## src/rtl/prbs_pkg.sv

```systemverilog
// ---------------------------------------------------------------------------
// prbs_pkg
// Shared types and helpers for the PRBS sequence checker slice.
//   prbs_state_t : checker FSM states (IDLE, LOCK, CHECK, DONE)
//   ERR_MAX      : saturation value of the mismatch counter
//   lfsr_next()  : one step of the 8-bit Fibonacci LFSR used by the
//                  upstream pattern generator:
//                  next = {cur[6:0], ^(cur & taps)}
// ---------------------------------------------------------------------------
package prbs_pkg;

    typedef enum logic [1:0] {
        IDLE  = 2'd0,
        LOCK  = 2'd1,
        CHECK = 2'd2,
        DONE  = 2'd3
    } prbs_state_t;

    localparam logic [15:0] ERR_MAX = 16'hFFFF;

    function automatic logic [7:0] lfsr_next(input logic [7:0] cur,
                                             input logic [7:0] taps);
        return {cur[6:0], ^(cur & taps)};
    endfunction

endpackage

```

## src/rtl/prbs_ref_lfsr.sv

```systemverilog
// ---------------------------------------------------------------------------
// prbs_ref_lfsr
// Reference LFSR holding the word the checker expects to see next.
// Ports:
//   clk      in   rising-edge clock
//   reset    in   asynchronous, active-high; expected <= 0
//   load     in   expected <= seed (seed 0 means "no seed loaded")
//   advance  in   expected <= lfsr_next(expected); ignored when load is set
//   seed     in   value loaded by load
//   expected out  current prediction
// ---------------------------------------------------------------------------
module prbs_ref_lfsr
    import prbs_pkg::*;
#(
    parameter logic [7:0] TAPS = 8'hB8
) (
    input  logic       clk,
    input  logic       reset,
    input  logic       load,
    input  logic       advance,
    input  logic [7:0] seed,
    output logic [7:0] expected
);

    always_ff @(posedge clk or posedge reset) begin
        if (reset) begin
            expected <= 8'h00;
        end else if (load) begin
            expected <= seed;
        end else if (advance) begin
            expected <= lfsr_next(expected, TAPS);
        end
    end

endmodule

```

## config.mk

```make
export PLATFORM = sky130hd
export DESIGN_NAME = prbs_ref_lfsr
export DESIGN_NICKNAME = d
export VERILOG_FILES = /design/src/rtl/prbs_pkg.sv /design/src/rtl/prbs_ref_lfsr.sv
export SDC_FILE = /design/constraint.sdc
export NUM_CORES = 1
export LEC_CHECK = 0
export CAP_MARGIN = 20
export CORE_AREA = 2 2 39 41
export CTS_CLUSTER_DIAMETER = 100
export DETAILED_ROUTE_END_ITERATION = 8
export DIE_AREA = 0 0 41 43
export PLACE_DENSITY_LB_ADDON = 0.3
export SYNTH_ARGS = -nofsm -noshare
export SYNTH_HDL_FRONTEND = slang
export SYNTH_SLANG_ARGS = --single-unit
```

## constraint.sdc

```tcl
create_clock -name clk -period 0.9 [get_ports clk]
set_clock_uncertainty 0.05 [all_clocks]
set_input_delay 0.225 -clock clk [delete_from_list [all_inputs] [get_ports clk]]
set_output_delay 0.225 -clock clk [all_outputs]
set_load 0.01 [all_outputs]
```

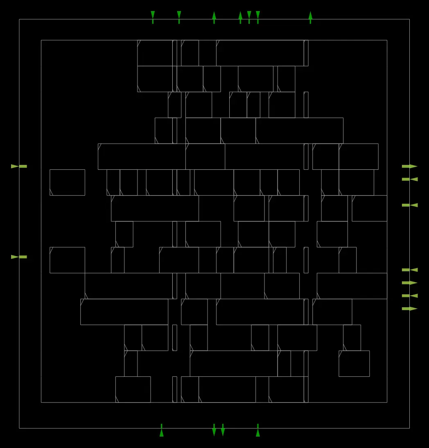
Run 1: placement view
sequential share of cell area: 0.282
flop count: 8
number of tapcells: 16
number of standard cells in the final layout excluding fillers: 87

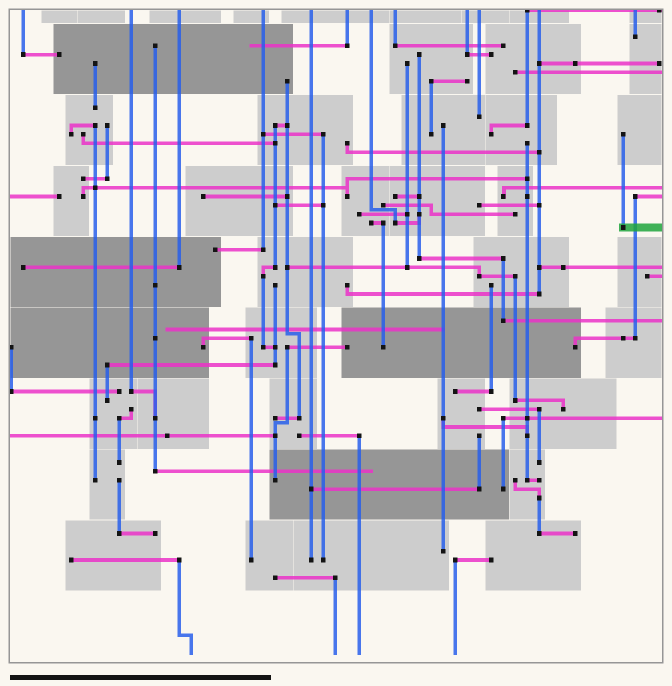
Run 1: close-up of the layout
Bar = 10 um. Window x 8 to 33, y 0 to 25 um. Cells in gray, sequential cells in the stronger gray; small squares are vias.
[blue] met2
[magenta] met1
[green] met3
netlist names of flops here include: expected (5)
cells with their middle in the window: 32
sequential cells in the window: 5
most frequent: mux2i_1 (5), dfrtp_1 (5)

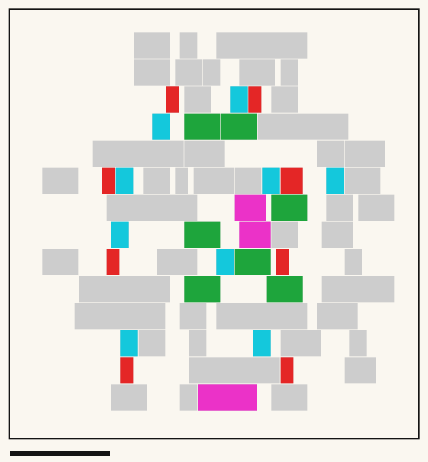
Run 1: selected gate families
Bar = 10 um.
[green] multiplexers | cells: 7 | where: middle
[red] NAND gates | cells: 8
[magenta] XOR/XNOR gates | cells: 3
[cyan] inverting AOI/OAI gates | cells: 9
multi-input combinational area share: 0.266
most common cell after layout, fill and taps aside: clkdlybuf4s50_1

-- run 1: worst min-delay path by stage --
stage                       end  slack, ns  start  depth (start not counted)
floorplan           expected[0]     -0.009  reset                          1
global placement    expected[2]       0.45  reset                          2
detailed placement  expected[3]       0.45  reset                          2
CTS                 expected[3]       0.19  reset                          2
global route        expected[2]       0.21  reset                          2
finish              expected[3]       0.20  reset                          2
-- run 1: area by class of cell --
cell class,instances,area (um2)
Inverter,1,3.75
Sequential cell,8,200
Timing Repair Buffer,31,275
Multi-Input combinational cell,28,189
Tap cell,16,20.0
Clock buffer,3,22.5
Fill cell,136,673
-- run 1: placed cells by master (no fill, tap or decap) --
master           instances
dlygate4sd2_1            2
xor2_2                   1
inv_1                    1
dfrtp_1                  8
buf_12                   1
xor2_1                   1
clkbuf_4                 3
buf_6                    6
xnor2_1                  1
clkdlybuf4s50_1          9
a21oi_1                  1
nor3b_1                  1
buf_2                    7
o21ai_1                  8
buf_4                    6
mux2i_1                  7
nand2b_1                 1
nand2_1                  7
-- run 1: kinds of logic (layout without fill, tap and decap cells) --
group,count (synthesis),count (layout),share of synthesized area
AOI/OAI and AO/OA,9,9,0.113
and+or+nand+nor,9,9,0.101
DFF,8,8,0.503
muxes,7,7,0.176
xor gates and xnor gates,3,3,0.0660
buffers and inverters,3,35,0.0409
-- run 1: power by group through the flow --
stage          Sequential, mW  Clock, mW  Combinational [mW]
4_1_cts                 0.425      0.282               0.358
3_5_place_dp            0.429          0               0.366
6_report                0.426      0.269               0.364
3_3_place_gp            0.426          0               0.361
2_1_floorplan           0.460          0               0.104
5_1_grt                 0.430      0.314               0.399
-- run 1: layer usage --
layer / track usage / vias up
met5: 0 / -
met4: 0.120 / 0
met3: 0.0314 / 2
met2: 0.222 / 11
met1: 0.163 / 184
li1: - / 194
==> reports/results.md, run 1 <==
| Step | Result | Reported |
|:---|:---|:---|
| status | Result of the run | finished, violations left |
| status | Violations in the final reports | negative setup slack |
| power | Internal Dissipation | 0.772 mW |
| grt | Largest net degree at the start of global routing | 10 |
| placed design | Placed Area | 691 um2 |
| synthesis | Cell type with the largest total area | dfrtp_1 |
| sta | PnR worst setup slack | -0.162 ns |
| grt | Initial antenna violation count | 0 |
| sta | Worst hold-check slack | 0.196 ns |
| clock tree | Clock buffer depth | 2 |
| synthesis | Cell Area, Synth | 398 um2 |
| setup path | Worst r2r src | expected[3] |
| power | Net Sw Power | 0.287 mW |
| sta | Count of endpoints failing setup in the final report | 11 |
| synthesis | Gate count of the mapped netlist | 39 |
| setup path | Total buffers and inverters traversed by the critical path | 1 |
| drt | Wire length on met3 | 51 um |
| grt | Vias in the first global route | 409 |
| drt | Final routed wire length divided by cell count | 11.5 um |
| clock tree | Resize count post-CTS | 45 |
| setup path | Worst Path Class, Setup | flip-flop to output pin |
| drt | First-pass DRT Iterations | 4 |
| synthesis | Yosys synthesis warning count | 0 |
| synthesis | Yosys cell count | 39 |
| power | Total chip power | 1.06 mW |
| power | Combinational fraction of design power | 0.344 |
| sta | Slew Limit Fails | 0 |
| clock tree | Clock transition at the registers of the reported paths | 0.05 ns |
| setup path | Type of element capturing the critical path | output pin |
| synthesis | Chip area line of the yosys report | 398 um2 |
| grt | Total overflow reported by the global router | 0 |
| synthesis | Commonest register cell after synthesis | dfrtp_1 |
| drt | Number of DRC markers in iteration 0 | 7 |
| setup path | Crit Reg-Reg Endpoint | expected[0] |
| placed design | Routability congestion estimate from global placement | 0.672 |
| clock tree | Number of buffers created by CTS | 3 |
| setup path | Data required time at the worst endpoint | 0.62 ns |
| synthesis | Library cells used by synthesis | 13 |
| grt | Global router's overall resource usage | 0.146 |
| die | Core footprint | 1380 um2 |
| setup path | Worst EP arrival | 0.79 ns |
| flow run | Total tool warning count | 29 |
| power | Switching fraction of total power | 0.271 |
| sta | Upper clock frequency limit | 942 MHz |
| placed design | DP Worst Slack | -0.472 ns |
| layout | Flip-flop count of the largest register, all copies and words added | 8 |
| setup path | Reg2reg path depth | 4 |
| sta | Final worst-path cycle share | 1.18 |
| layout | # nets final | 85 |
| die | Die X | 41 um |
| setup path | Ordered cell list for the critical path | buf_2 |
| layout | Number of diodes | 0 |
| drt | Routed via count divided by cell count | 4.49 |
| die | Std-Cell Rows | 14 |
| clock tree | Clock root buffer | clkbuf_4 |
| sta | Number of hold-slack violations in the final timing report | 0 |
| sta | Setup repair after global routing missed its margin | true |
| layout | Synth-to-layout area growth | 78.6% |
| setup path | Worst R2R Setup Slack | -0.15 ns |
| synthesis | Async S/R FF share, synth | 1.00 |
| synthesis | Most area-consuming cells after synthesis | dfrtp_1, mux2i_1, o21ai_0, nand2_1, xor2_1 |
| flow run | Number of violations of the max-capacitance limit | 0 |
| clock tree | Number of H-tree levels | 1 |
| synthesis | Most instantiated cells after synthesis | dfrtp_1, mux2i_1, nand2_1, o21ai_0, xor2_1 |
| setup path | Critical path depth | 1 |
| drt | Top Layer Used | met4 |
| setup path | Slowest cell on the critical path | dfrtp_1 |
| sta | Post-route setup TNS | -1.45 ns |
| die | Overall chip area | 1760 um2 |
| power | Clock network fraction of total power | 0.254 |
| synthesis | Proportion of synthesized chip area in sequential cells | 0.503 |
| drt | Total Routed Length | 1000 um |
| setup path | Maximum fanout encountered on the critical timing path | 2 |
| die | Height of the die | 43 um |
| drt | Via Count | 391 |
| clock tree | CTS tree | yes |
==> run 2: changes to the inputs <==
--- a/config.mk
+++ b/config.mk
@@ -5,11 +5,13 @@
 export SDC_FILE = /design/constraint.sdc
 export NUM_CORES = 1
 export LEC_CHECK = 0
+export ABC_AREA = 1
 export CAP_MARGIN = 20
 export CORE_AREA = 2 2 39 41
 export CTS_CLUSTER_DIAMETER = 100
 export DETAILED_ROUTE_END_ITERATION = 8
 export DIE_AREA = 0 0 41 43
+export DONT_BUFFER_PORTS = 1
 export PLACE_DENSITY_LB_ADDON = 0.3
 export SYNTH_ARGS = -nofsm -noshare
 export SYNTH_HDL_FRONTEND = slang
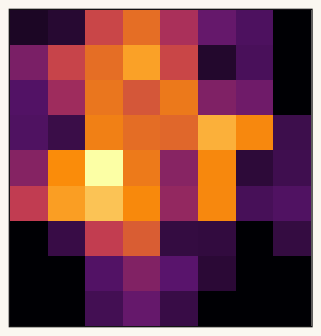
Run 2: routed metal per tile
The die is cut into 8 by 9 equal tiles; black is low, pale yellow is high, scaled to the fullest tile. Values are wire area over tile area, all layers added.
mean over tiles: 0.093
emptiest ninth of the die: bottom right
fullest tile: 0.27
global router's overall resource usage: 0.140
Via Count: 433
final routed wire length divided by cell count: 11.2 um

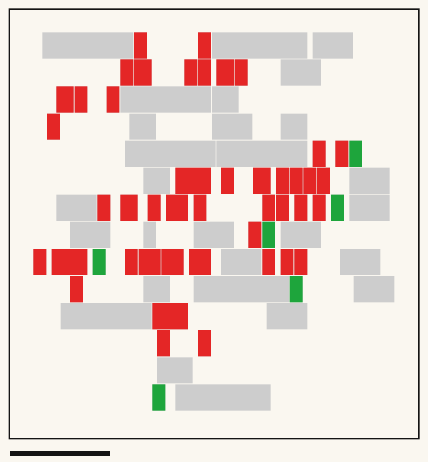
Run 2: selected gate families
Bar = 10 um.
[green] inverters | cells: 6
[red] NAND gates | cells: 44
most common cell after layout, fill and taps aside: nand2_1
multi-input combinational area share: 0.357

==> run 2 against run 1 <==
Compared with the run above:
- the flow still finishes with violations (negative setup slack)
- non-clock buffer count down 18
- total power down 2.6%
- global-route usage down 0.61 points
- critical endpoint unchanged
- largest cell class is now multi-input combinational cells
- largest power group unchanged
==> reports/results.md, run 2 <==
| Step | Result | Reported | vs previous |
|:---|:---|:---|:---|
| layout | Register name with the most flops | expected |  |
| die | Overall chip area | 1760 um2 | unchanged |
| layout | Flip-flop count of the largest register, all copies and words added | 8 | unchanged |
| grt | Top Usage Layer GRT | met1 |  |
| placed design | Placed Area | 504 um2 | -27% |
| setup path | Critical Path Start Type | flip-flop |  |
| power | Pwr dens | 1600 nW/um2 |  |
| synthesis | Cell type with the largest total area | dfrtp_1 |  |
| die | Core footprint | 1380 um2 | unchanged |
| setup path | Total buffers and inverters traversed by the critical path | 1 | unchanged |
| drt | Antenna violation net count after detailed routing | 0 |  |
| placed design | DP Worst Slack | -0.0343 ns | +0.438 ns |
| sta | PnR worst setup slack | -0.169 ns | -0.00742 ns |
| clock tree | Number of H-tree levels | 1 | unchanged |
| sta | Slew Limit Fails | 0 | unchanged |
| hold path | Class of the most critical hold timing path | input pin to flip-flop |  |
| synthesis | Post-synthesis average cell area | 7.08 um2 |  |
| flow run | Total tool warning count | 29 | unchanged |
| synthesis | Number of flops mapped to enable cells by yosys | 0 |  |
| clock tree | CTS tree | yes |  |
| sta | Setup repair after global routing missed its margin | true |  |
| synthesis | Synth top cell by count | nand2_1 |  |
| synthesis | Most instantiated cells after synthesis | nand2_1, dfrtp_1, nand3_1 |  |
| die | Height of the die | 43 um | unchanged |
| setup path | Slowest cell on the critical path | dfrtp_1 |  |
| clock tree | Clock buffer depth | 2 | unchanged |
| grt | Largest net degree at the start of global routing | 11 | +1 |
| grt | Initial antenna violation count | 0 | unchanged |
| layout | Share of layout cells above drive strength 1 | 0.397 |  |
| power | Leakage power of the design | 0.336 nW |  |
| layout | # nets final | 91 | +7.1% |
| sta | Post-route setup TNS | -1.18 ns | +0.270 ns |
| layout | Registers with the most flip-flops | expected (8) |  |
| layout | Final standard cell area without fillers | 644 um2 |  |
| setup path | Type of element capturing the critical path | output pin |  |
| synthesis | Commonest register cell after synthesis | dfrtp_1 |  |
| synthesis | Gate count of the mapped netlist | 62 | +59% |
| drt | DRC viols | 0 |  |
| setup path | Largest stage delay on the critical path | 0.41 ns |  |
| synthesis | Yosys cell count | 62 | +59% |
| drt | Number of DRC markers in iteration 0 | 4 | -3 |
| clock tree | Clock sink count | 8 |  |
| synthesis | Yosys synthesis warning count | 0 | unchanged |
| drt | Routed via count divided by cell count | 4.61 | +2.5% |
| sta | Worst hold-check slack | 0.0382 ns | -0.158 ns |
| sta | Upper clock frequency limit | 935 MHz | -0.69% |
| synthesis | Registers, synthesis | 8 |  |
| synthesis | Post-Synthesis Net Count | 74 |  |
| die | Die X | 41 um | unchanged |
| clock tree | Number of buffers created by CTS | 3 | unchanged |
| setup path | Critical path startpoint | expected[7] |  |
| placed design | Routability congestion estimate from global placement | 0.725 | +7.9% |
| die | Std-Cell Rows | 14 | unchanged |
| layout | Synth-to-layout area growth | 46.7% |  |
| grt | Vias in the first global route | 407 | -0.49% |
| clock tree | Clock root buffer | clkbuf_4 |  |
| sta | Max_slew headroom | 0.783 |  |
| hold path | Min-Delay Startpoint | seed[6] |  |
| setup path | Worst Path Class, Setup | flip-flop to output pin |  |
| sta | Clock period minus final worst setup slack | 1.07 ns |  |
| sta | Worst Max-Slew Pin Slew | 0.326 ns |  |
| die | Initial core utilization | 0.317 |  |
| clock tree | Clock transition at the registers of the reported paths | 0.06 ns | about the same |
| synthesis | Chip area line of the yosys report | 439 um2 | +10% |
| setup path | Cell family with the largest share of critical-path delay | flip-flops |  |
| synthesis | Most area-consuming cells after synthesis | dfrtp_1, nand2_1, nand3_1, inv_1, nor2_4 |  |
| status | Violations in the final reports | negative setup slack |  |
| setup path | Worst EP arrival | 0.79 ns | about the same |
| drt | First-pass DRT Iterations | 3 | -1 |
| placed design | Detailed-placement wirelength estimate | 701 um |  |
| layout | Number of diodes | 0 | unchanged |
| drt | Total Routed Length | 1050 um | +4.9% |
| setup path | Data required time at the worst endpoint | 0.62 ns | about the same |
| sta | Count of endpoints failing setup in the final report | 12 | +1 |
| flow run | Number of violations of the max-capacitance limit | 0 | unchanged |
| status | Result of the run | finished, violations left |  |
| synthesis | Cell Area, Synth | 439 um2 | +10% |
| synthesis | Async S/R FF share, synth | 1.00 | unchanged |
| grt | Met3 layer usage reported by global route | 0.0471 | +0.0157 |
| placed design | Count of input and output buffers | 0 |  |
| synthesis | Area share, top type | 0.456 |  |
| grt | Global routing usage on met1 | 0.203 | +0.0399 |
| setup path | Maximum fanout encountered on the critical timing path | 2 | unchanged |
| grt | Total overflow reported by the global router | 0 | unchanged |
| power | Worst vdd rail ir drop | 0.630 mV |  |
| synthesis | Proportion of synthesized chip area in sequential cells | 0.456 | -0.0473 |
| sta | Number of hold-slack violations in the final timing report | 0 | unchanged |
| setup path | Worst r2r src | expected[5] |  |
| setup path | Ordered cell list for the critical path | buf_6 |  |
| sta | Final worst-path cycle share | 1.19 | +0.00825 |
| grt | Met2 Resource Use GR | 0.184 | -0.0375 |
| grt | First-pass GRT wire length | 1680 um |  |
| die | Number of top-level pins | 20 |  |
| synthesis | Library cells used by synthesis | 7 | -6 |
| layout | Top library cells by usage in the layout, fill and taps aside | nand2_1, buf_6, nand3_1, dfrtp_1 |  |
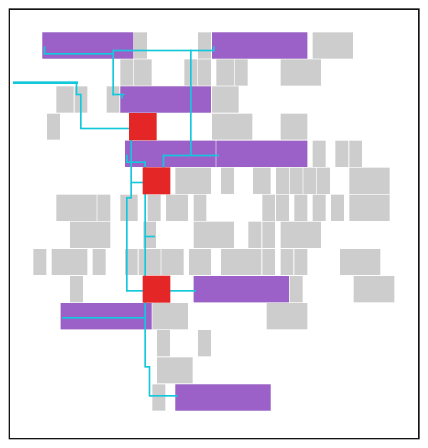
Run 2: clock wires, drivers and flops
[red] cells driving clock nets | count: 3
[purple] flip-flops | count: 8
[cyan] clock wires | length: 122 um
routed clock nets: 4
clk_lat worst skew: 0.25 ns
power dissipated in the clock network: 0.301 mW
clock network fraction of total power: 0.292

## run 2: cells by family (layout without fill, tap and decap cells)
kind of cell / count (synthesis) / after routing / share of synthesized area
AOI/OAI and AO/OA: 1 / 1 / 0.0171
DFF: 8 / 8 / 0.456
buffers and inverters: 7 / 23 / 0.0769
and+or+nand+nor: 46 / 46 / 0.450
## run 2: final timing paths
check	endpoint	slack, ns	cells after the start
max	expected[7]	-0.17	1
min reg2reg	expected[3]	0.52	2
max in group asynchronous	expected[3]	0.22	2
max reg2reg	expected[0]	-0.12	7
min	expected[6]	0.04	2
min in group asynchronous	expected[5]	0.32	2
## run 2: area by class of cell
cell class,count,area [um2]
repair buffers,13,141
flip-flops and latches,8,204
inverters,6,22.5
clock buffers,4,26.3
well taps,16,20.0
multi-input cells,47,230
fillers,142,739
## run 2: layer usage
layer	share of wire	wire, um	up-vias
li1	-	-	223
met1	0.45	476	198
met5	0	0	-
met2	0.50	526	12
met3	0.046	48	0
met4	0	0	0
## run 2: metrics by stage
step | instances | util | power, mW
floorplan | 62 | - | 0.573
global placement | 84 | 0.364 | 0.638
detailed placement | 84 | 0.364 | 0.640
CTS | 94 | 0.431 | 1.00
global route | 94 | 0.466 | 1.11
finish | 94 | 0.466 | 1.03
## run 2: power breakdown
| group | total [mW] | internal, mW | leakage (nW) | switching (mW) |
|---|---|---|---|---|
| Sequential | 0.443 | 0.401 | 0.0941 | 0.0419 |
| Combinational | 0.287 | 0.156 | 0.227 | 0.132 |
| Clock | 0.301 | 0.170 | 0.0150 | 0.131 |
## run 2: what timing repair did
| item | CTS | global route |
|---|---|---|
| hold buffers | 1 | 0 |
| endpoints found under the hold margin | 8 | 0 |
| setup buffers | 5 | 0 |
| cloned | 0 | 0 |
| setup endpoints to repair | 9 | 12 |
| pin swaps | 0 | 3 |
| resized | 5 | 14 |
==> run 3: changes to the inputs <==
--- a/config.mk
+++ b/config.mk
@@ -13,6 +13,7 @@
 export DIE_AREA = 0 0 41 43
 export DONT_BUFFER_PORTS = 1
 export PLACE_DENSITY_LB_ADDON = 0.3
+export RECOVER_POWER = 25
 export SYNTH_ARGS = -nofsm -noshare
 export SYNTH_HDL_FRONTEND = slang
 export SYNTH_SLANG_ARGS = --single-unit
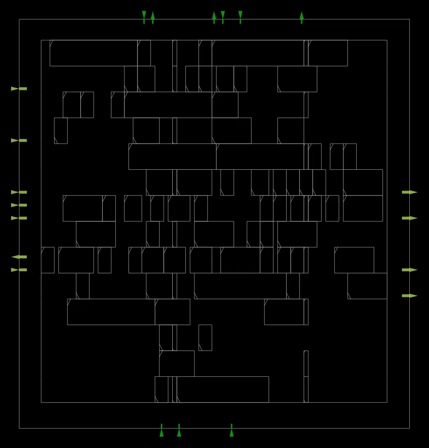
Run 3: placement view
Std-Cell Rows: 14
number of standard cells in the final layout excluding fillers: 94
core footprint: 1380 um2

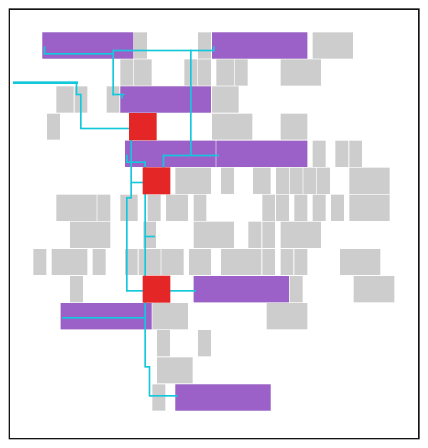
Run 3: clock wires, drivers and flops
[red] cells driving clock nets | count: 3
[purple] flip-flops | count: 8
[cyan] clock wires | length: 122 um
routed clock nets: 4

==> run 3 against run 2 <==
Compared with the run above:
- the flow still finishes with violations (negative setup slack)
- sequential share of layout area unchanged
- largest cell class unchanged
- critical path type unchanged
- worst setup slack is the same
- via count stayed put
- clock power about the same
- flip-flop count is the same
- worst hold slack unchanged
==> reports/results.md, run 3 <==
| Step | Result | Reported | vs previous |
|:---|:---|:---|:---|
| layout | Number of diodes | 0 | unchanged |
| clock tree | Clock buffer depth | 2 | unchanged |
| clock tree | CTS tree | yes |  |
| layout | Register name with the most flops | expected |  |
| sta | Final worst-path cycle share | 1.19 | unchanged |
| hold path | Class of the most critical hold timing path | input pin to flip-flop |  |
| synthesis | Cell type with the largest total area | dfrtp_1 |  |
| layout | # nets final | 91 | unchanged |
| setup path | Cell family with the largest share of critical-path delay | flip-flops |  |
| clock tree | Clk_lat worst skew | 0.25 ns | about the same |
| status | Result of the run | finished, violations left |  |
| placed design | DP Worst Slack | -0.0343 ns | unchanged |
| placed design | Placed Area | 504 um2 | unchanged |
| drt | Total Routed Length | 1050 um | unchanged |
| placed design | Count of input and output buffers | 0 | unchanged |
| die | Height of the die | 43 um | unchanged |
| clock tree | Clock sink count | 8 | unchanged |
| sta | Max_slew headroom | 0.783 | unchanged |
| sta | Count of endpoints failing setup in the final report | 12 | unchanged |
| sta | Upper clock frequency limit | 935 MHz | unchanged |
| power | Worst vdd rail ir drop | 0.630 mV | unchanged |
| setup path | Data required time at the worst endpoint | 0.62 ns | about the same |
| sta | Worst Max-Slew Pin Slew | 0.326 ns | unchanged |
| layout | Utilization of the core after routing | 0.466 | unchanged |
| layout | Flip-flop count of the largest register, all copies and words added | 8 | unchanged |
| drt | Number of DRC markers in iteration 0 | 4 | unchanged |
| synthesis | Most area-consuming cells after synthesis | dfrtp_1, nand2_1, nand3_1, inv_1, nor2_4 |  |
| grt | Total overflow reported by the global router | 0 | unchanged |
| sta | Worst hold-check slack | 0.0382 ns | unchanged |
| placed design | Routability congestion estimate from global placement | 0.725 | unchanged |
| layout | Number of fill cells in the layout | 142 | unchanged |
| layout | Combinational cell area excluding buffers and inverters | 230 um2 | unchanged |
| setup path | Critical path startpoint | expected[7] |  |
| synthesis | Most instantiated cells after synthesis | nand2_1, dfrtp_1, nand3_1 |  |
| synthesis | Registers, synthesis | 8 | unchanged |
| power | Switching fraction of total power | 0.295 | unchanged |
| synthesis | Post-Synthesis Net Count | 74 | unchanged |
| power | Total chip power | 1.03 mW | unchanged |
| sta | Setup repair after global routing missed its margin | true |  |
| placed design | Detailed-placement wirelength estimate | 701 um | unchanged |
| synthesis | Synthesized-area fraction occupied by adder cells | 0 | unchanged |
| setup path | Maximum fanout encountered on the critical timing path | 2 | unchanged |
| setup path | Ordered cell list for the critical path | buf_6 |  |
| drt | DRC viols | 0 | unchanged |
| sta | PnR worst setup slack | -0.169 ns | unchanged |
| synthesis | Gate count of the mapped netlist | 62 | unchanged |
| layout | Synth-to-layout area growth | 46.7% | unchanged |
| power | Power share of the sequential group | 0.429 | about the same |
| synthesis | Synth top cell by count | nand2_1 |  |
| power | Pwr dens | 1600 nW/um2 | unchanged |
| synthesis | Cell Area, Synth | 439 um2 | unchanged |
| power | Clock network fraction of total power | 0.292 | about the same |
| synthesis | Yosys cell count | 62 | unchanged |
| drt | Final routed wire length divided by cell count | 11.2 um | unchanged |
| grt | Initial antenna violation count | 0 | unchanged |
| synthesis | Number of flops mapped to enable cells by yosys | 0 | unchanged |
| synthesis | Library cells used by synthesis | 7 | unchanged |
| synthesis | XOR/XNOR Area Share | 0 | unchanged |
| flow run | Number of violations of the max-capacitance limit | 0 | unchanged |
| grt | Vias in the first global route | 407 | unchanged |
| grt | Global router's overall resource usage | 0.140 | unchanged |
| status | Violations in the final reports | negative setup slack |  |
| layout | Top library cells by usage in the layout, fill and taps aside | nand2_1, buf_6, nand3_1, dfrtp_1 |  |
| layout | Registers with the most flip-flops | expected (8) |  |
| grt | Largest net degree at the start of global routing | 11 | unchanged |
| placed design | Number of placed instances, taps included | 84 | unchanged |
| drt | First-pass DRT Iterations | 3 | unchanged |
| synthesis | Complex-gate fraction of the synthesized area | 0.0171 | unchanged |
| grt | First-pass GRT wire length | 1680 um | unchanged |
| die | Number of top-level pins | 20 | unchanged |
| setup path | Type of element capturing the critical path | output pin |  |
| setup path | Worst Path Class, Setup | flip-flop to output pin |  |
| setup path | Total buffers and inverters traversed by the critical path | 1 | unchanged |
| clock tree | Clock root buffer | clkbuf_4 |  |
| power | Net Sw Power | 0.305 mW | unchanged |
| synthesis | Commonest register cell after synthesis | dfrtp_1 |  |
| die | Overall chip area | 1760 um2 | unchanged |
| die | Initial core utilization | 0.317 | unchanged |
| synthesis | Yosys synthesis warning count | 0 | unchanged |
| synthesis | Largest family of logic cells by area | simple AND/OR/NAND/NOR gates |  |
| setup path | Slowest cell on the critical path | dfrtp_1 |  |
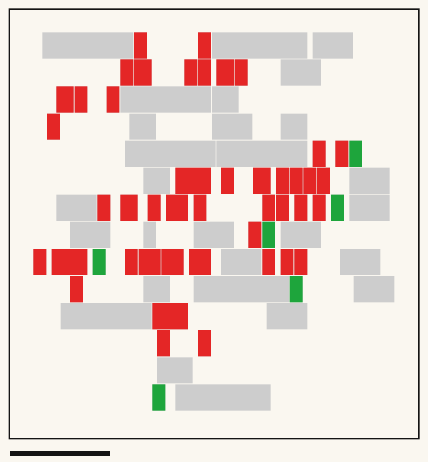
Run 3: selected gate families
Bar = 10 um.
[green] inverters | cells: 6
[red] NAND gates | cells: 44

-- run 3: cell counts after synthesis --
Identical to the previous run, type by type.
-- run 3: final timing paths --
check                              end  slack, ns  cells past startpoint
min reg2reg                expected[3]       0.52                      2
max in group asynchronous  expected[3]       0.22                      2
min                        expected[6]       0.04                      2
max                        expected[7]      -0.17                      1
max reg2reg                expected[0]      -0.12                      7
min in group asynchronous  expected[5]       0.32                      2
-- run 3: timing repair --
item | in CTS | in global routing
hold endpoints to repair | 8 | 0
setup endpoints to repair | 9 | 12
pin swaps | 0 | 3
hold buffers | 1 | 0
buffers inserted | 5 | 0
resized | 5 | 14
-- run 3: final cells by class --
cell class	instances	share of cell area
well taps	16	0.0311
flip-flops and latches	8	0.317
clock buffers	4	0.0408
repair buffers	13	0.219
multi-input cells	47	0.357
inverters	6	0.0350
-- run 3: kinds of logic after synthesis --
| group | count (synthesis) |
|---|---|
| AND/OR/NAND/NOR | 46 |
| buffers and inverters | 7 |
| AND-OR/OR-AND | 1 |
| flip-flops | 8 |
-- run 3: power by group through the flow --
| stage | clock network (mW) | logic (mW) | registers [mW] |
|---|---|---|---|
| floorplan | 0 | 0.109 | 0.465 |
| global placement | 0 | 0.178 | 0.460 |
| global route | 0.346 | 0.317 | 0.449 |
| finish | 0.301 | 0.287 | 0.443 |
| CTS | 0.309 | 0.254 | 0.439 |
| detailed placement | 0 | 0.179 | 0.461 |
-- run 3: metal layers --
metal / share of wire / wire (um) / track usage / vias up
met1: 0.45 / 476 / 0.203 / 198
met5: 0 / 0 / 0 / -
li1: - / - / - / 223
met2: 0.50 / 526 / 0.184 / 12
met3: 0.046 / 48 / 0.0471 / 0
met4: 0 / 0 / 0.0600 / 0
Power figures rest on the tool's default switching activity, not on a simulated workload.
